run_1/layer_met2.png
Scale: 3 px per µm.
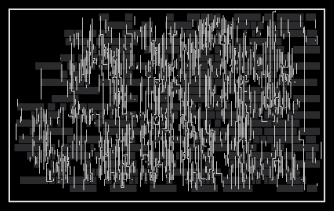
run_1/layer_met3.png
Scale: 3 px per µm.
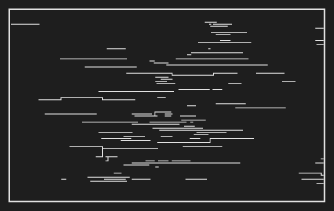
run_1/sizes.png
Scale: 6 px per µm.
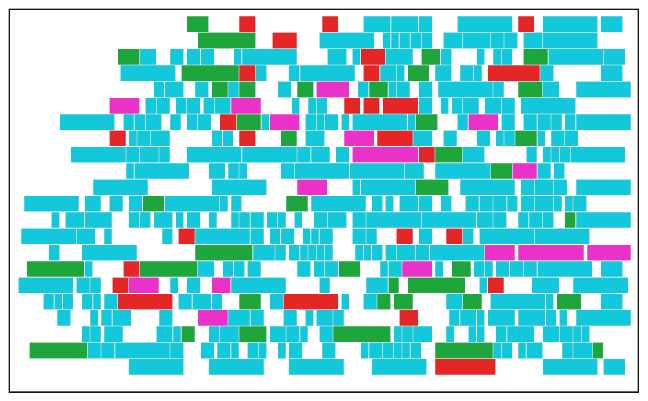
==> config.mk <==
export PLATFORM = sky130hd
export DESIGN_NAME = key_repeater
export DESIGN_NICKNAME = d
export VERILOG_FILES = /design/src/rtl/key_repeater.sv
export SDC_FILE = /design/constraint.sdc
export NUM_CORES = 1
export LEC_CHECK = 0
export CAP_MARGIN = 30
export CORE_ASPECT_RATIO = 0.6
export CORE_UTILIZATION = 56
export DETAILED_ROUTE_END_ITERATION = 8
export GPL_TIMING_DRIVEN = 0
export PLACE_DENSITY = 0.76
export SYNTH_ARGS = -nofsm -noshare
export SYNTH_HDL_FRONTEND = slang
export SYNTH_SLANG_ARGS = --single-unit
==> constraint.sdc <==
create_clock -name clk_50m -period 2.4 [get_ports clk_50m]
set_input_delay 0.48 -clock clk_50m [delete_from_list [all_inputs] [get_ports clk_50m]]
set_output_delay 0.48 -clock clk_50m [all_outputs]
set_load 0.03 [all_outputs]
==> impl_results.rst, run 1 <==
Run summary
-----------

.. list-table::
   :header-rows: 1

   * - Metric
     - Value
   * - Result of the run
     - completed
   * - TritonCTS sink count
     - 60
   * - Critical-path maximum fanout
     - 9
   * - Antenna diode count
     - 0
   * - Shortest period the worst path allows
     - 2370 ps
   * - Total setup violations reported at the end of the flow
     - 0
   * - Clock transition at the registers of the reported paths
     - 80 ps
   * - Warnings, synthesis
     - 0
   * - Fin crit share
     - 98.6%
   * - Crit path DAT
     - 2600 ps
   * - Maximum number of pins on one net before global-route repair
     - 42
   * - Commonest cells after routing, fill and taps aside
     - dfrtp_1, nand2_1, a31oi_1
   * - Number of antenna violations at the first check in global routing
     - 0
   * - Data required, critical path
     - ~2600 ps
   * - CP startpoint kind
     - flop
   * - I/O pin total
     - 10
   * - Peak VDD IR
     - 0.610 mV
   * - # fillers
     - 488
   * - Pre-antenna DRT Iters
     - 7
   * - Total global routing track utilization
     - 29.5%
   * - Number of levels the H-tree was split into
     - 3
   * - Grt total ovfl
     - 0
   * - Via count of the first global-routing pass
     - 2,929
   * - Register share after synthesis
     - 42.4%
Back to the opening pictures, layer_met2.png:
longest straight run: 35.0 µm
nets with wire on the layer: 354
via count: 3,366
total length of routed wires: 9.39 mm
met2 capacity usage during global routing: 39.2%

Back to the opening pictures, layer_met3.png:
longest straight run: 35.9 µm
wire length on this layer: 792 µm
main direction: horizontal
nets with wire on the layer: 67
Global Route met3 Usage: 8.28%

Back to the opening pictures, sizes.png:
| color | size | cells | share |
|---|---|---|---|
| magenta | _6 and larger | 16 | 3.8% |
| red | _3 and _4 cells | 26 | 6.1% |
| cyan | _0 and _1 cells | 342 | 81% |
| green | _2 cells | 40 | 9.4% |
finished layout cell area: 4170 µm²
worst setup slack after layout: 34.0 ps
buffers outside the clock class: 35
Synth-to-Final Area Change: 17.9%

run 1: cell usage after synthesis, types with 2 or more instances:
cell      instances  area (µm²)
a21bo_2           2        20.0
a21o_1            7        52.6
a21oi_1          28         140
a22o_1            7        61.3
a31oi_1          36         225
a41oi_1          10        87.6
and2_1            5        31.3
and3_1           10        62.6
and4_1            5        43.8
and4_2            2        20.0
buf_1             2        7.51
buf_2             5        25.0
clkbuf_1         11        41.3
dfrtp_1          60        1500
ha_1             10         125
inv_1            12        45.0
mux2_2            2        22.5
nand2_1          44         165
nand2b_1          7        43.8
nand3_1          27         135
nand4_1          11        68.8
nor2_1           12        45.0
nor2b_1           4        25.0
nor3_1            7        35.0
nor3b_1           3        22.5
nor4_1            3        18.8
nor4b_1           3        26.3
nor4bb_1          5        50.1
o21a_1            3        22.5
o21ai_0          17        85.1
o31ai_1           2        15.0
or3_1             5        31.3
or3_2             2        15.0
run 1: cell families after synthesis:
kind of cell,synth area share (%)
and+or+nand+nor,26.0
AOI/OAI and AO/OA,22.9
DFF,42.4
buffers and inverters,4.21
adders and majority gates,3.54
muxes,0.920
run 1: power breakdown:
part / total, mW / switching, mW / internal, mW
Sequential: 1.15 / 0.0613 / 1.08
Combinational: 0.928 / 0.560 / 0.368
Clock: 1.04 / 0.454 / 0.589
run 1: what timing repair did:
action / CTS / global route
buffers inserted: 1 / 8
pin swaps: 3 / 7
gates resized: 13 / 34
endpoints found under the setup margin: 46 / 40
run 1: per-layer routing:
layer / global-route usage (%) / vias up / routed length (µm)
met3: 8.28 / 12 / 792
met4: 7.39 / 0 / 99
met1: 45.9 / 1643 / 4700
li1: - / 1548 / -
met2: 39.2 / 163 / 3800
met5: 0 / - / 0
run 1: area by class of cell:
class / count / area, µm² / area share, %
plain buffers: 18 / 125 / 3.00
clock buffers: 9 / 124 / 2.97
inverters: 12 / 45.0 / 1.08
flip-flops and latches: 60 / 1510 / 36.3
clock inverters: 7 / 100 / 2.40
multi-input cells: 301 / 2010 / 48.1
well taps: 84 / 105 / 2.52
repair buffers: 17 / 153 / 3.66
run 1: through the flow:
stage | cell area, µm² | util, % | setup slack [ps]
3_5_place_dp | 3730 | 61.0 | -387
4_1_cts | 4020 | 65.8 | 2.92
3_3_place_gp | 3710 | 60.7 | -1030
2_1_floorplan | 3540 | - | 102
5_1_grt | 4170 | 68.2 | -20.5
6_report | 4170 | 68.2 | 34.0
run 1: critical path, stage by stage, from the launching register on:
cell     delay [ps]
dfrtp_1         400
or4_4           530
or4_4           460
o21ai_4         200
a21o_2          180
buf_8           130
nor3_2           40
or3_1           290
==> inputs of run 2 (changes only) <==
--- a/config.mk
+++ b/config.mk
@@ -9,7 +9,6 @@
 export CORE_ASPECT_RATIO = 0.6
 export CORE_UTILIZATION = 56
 export DETAILED_ROUTE_END_ITERATION = 8
-export GPL_TIMING_DRIVEN = 0
 export PLACE_DENSITY = 0.76
 export SYNTH_ARGS = -nofsm -noshare
 export SYNTH_HDL_FRONTEND = slang
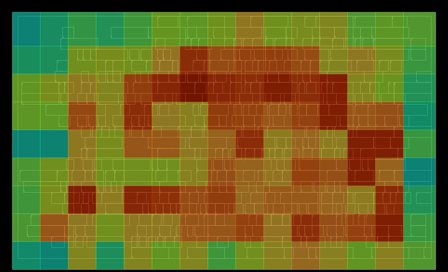
run_2/congestion.png
total global routing track utilization: 31.9%
global-route track usage on met1: 46.4%
Top Usage Layer GRT: met1

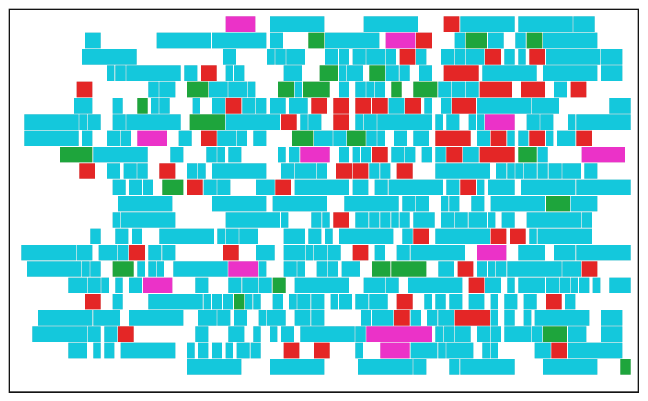
run_2/sizes.png
Scale: 6 px per µm.
| color | size | cells | share |
|---|---|---|---|
| green | _2 cells | 25 | 5.6% |
| cyan | _0 and _1 cells | 356 | 80% |
| magenta | _6 and larger | 11 | 2.5% |
| red | _3 and _4 cells | 55 | 12% |
worst setup slack after layout: -8.18 ps
finished layout cell area: 4250 µm²
Synth-to-Final Area Change: 20.3%

==> run 2 against run 1 <==
  * The flow now finishes with violations (setup timing)
  * Sequential cell count did not move
  * Clock power is about 10% lower
  * Combinational power increased by 8%
  * Clock-buffer cell count grew 2
  * Utilization increased by 1.4 points
  * Clock skew increased by 1.4 ps
  * First-iteration DRC count is 2.0% lower
  * Critical path depth fell by 1
  * Power decreased by 2.3%
  * Non-clock buffer count up 22
  * Die area did not move
  * Global-route usage grew 2.4 points
==> impl_results.rst, run 2 <==
Run summary
-----------

.. list-table::
   :header-rows: 1

   * - Metric
     - Value
   * - Result of the run
     - complete, but fails checks
   * - Failing checks
     - setup timing
   * - Critical-path maximum fanout
     - 8
   * - Basic Gates by Area
     - approximately a quarter
   * - Data required, critical path
     - 2630 ps
   * - Cells along the critical path
     - or4_4 > or4_4 > o21ai_4 > a21oi_4 > and3_1 > or3_1
   * - Pre-antenna DRT Iters
     - 6
   * - Total setup violations reported at the end of the flow
     - 1
   * - Largest logic family
     - simple AND/OR/NAND/NOR gates
   * - TritonCTS sink count
     - 60
   * - Adder and majority gate portion of the synthesized area
     - 3.54%
   * - Commonest cells after routing, fill and taps aside
     - dfrtp_1, buf_4, nand2_1
   * - I/O pin total
     - 10
   * - Maximum number of pins on one net before global-route repair
     - 36
   * - Register share after synthesis
     - 42.4%
   * - Worst setup slack after layout
     - -8.18 ps
   * - Top cell type by total area after synthesis
     - dfrtp_1
   * - Grt total ovfl
     - 0
   * - Number of antenna violations at the first check in global routing
     - 0
   * - Final core utilization
     - 69.6%
   * - Largest cells by area after synthesis
     - dfrtp_1, a31oi_1, nand2_1
   * - Maximum cell stage delay along the critical path
     - 540 ps
   * - Clock transition at the registers of the reported paths
     - 70 ps
   * - Synth top cell by count
     - dfrtp_1
   * - CP startpoint kind
     - flop
   * - Cell area after placement
     - 3980 µm²
   * - Antenna diode count
     - 0
   * - Warnings, synthesis
     - 0
   * - Xor/xnor share of the synthesized area
     - 0%
   * - Peak VDD IR
     - around 0.44 mV
   * - Shortest period the worst path allows
     - 2410 ps
   * - Number of stages on the worst setup path
     - 6
   * - Multiplexer share
     - 0.920%
   * - Slowest cell on the critical path
     - or4_4
   * - Worst setup timing slack at the placement stage
     - -251 ps
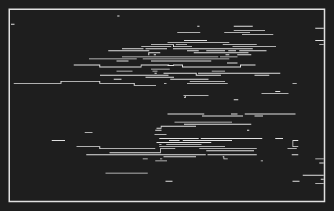
run_2/layer_met3.png
Scale: 3 px per µm.
longest straight run: 39.6 µm
nets with wire on the layer: 77
share of all routed wire: 11%
main direction: horizontal
total length of routed wires: 9.72 mm
via count: 3,499
Global Route met3 Usage: 9.52%

==> run 2: stage by stage <==
| step | instances | TNS, ps | power, mW |
|---|---|---|---|
| after CTS | 531 | 0 | 3.01 |
| final | 531 | -8.18 | 3.04 |
| after floorplan | 394 | 0 | 1.73 |
| after detailed placement | 511 | -3120 | 2.07 |
| after global placement | 511 | -1690 | 2.03 |
| after global routing | 531 | -66.1 | 3.18 |
==> run 2: timing repair <==
action	in CTS	in global routing
setup buffers	3	0
gates resized	3	9
cloned	1	0
setup endpoints to repair	32	37
pin swaps	2	4
==> run 2: cells by family after synthesis <==
family                   Yosys count
AND-OR/OR-AND                    124
multiplexers                       3
AND/OR/NAND/NOR                  164
buffers and inverters             33
flip-flops                        60
adder cells (fa/ha/maj)           10
==> run 2: power breakdown <==
part           switching [mW]  internal, mW  leakage [nW]  total (mW)
Clock                   0.423         0.474        0.0931       0.898
Combinational           0.582         0.421         0.906        1.00
Sequential             0.0589          1.08         0.825        1.14
==> run 2: layout make-up <==
type,instances,area [µm²]
multi-input combinational,302,1960
fill,478,1860
sequential,60,1500
timing repair buffer,57,458
clock buffer,11,131
tap,84,105
clock inverter,5,52.6
inverter,12,45.0
==> run 2: metal layers <==
layer / wire length [µm] / up-vias
met5: 0 / -
met4: 206 / 0
met3: 1030 / 26
met2: 3930 / 200
met1: 4550 / 1674
li1: - / 1599
No activity file was given, so power comes from the tool's default toggle rates.
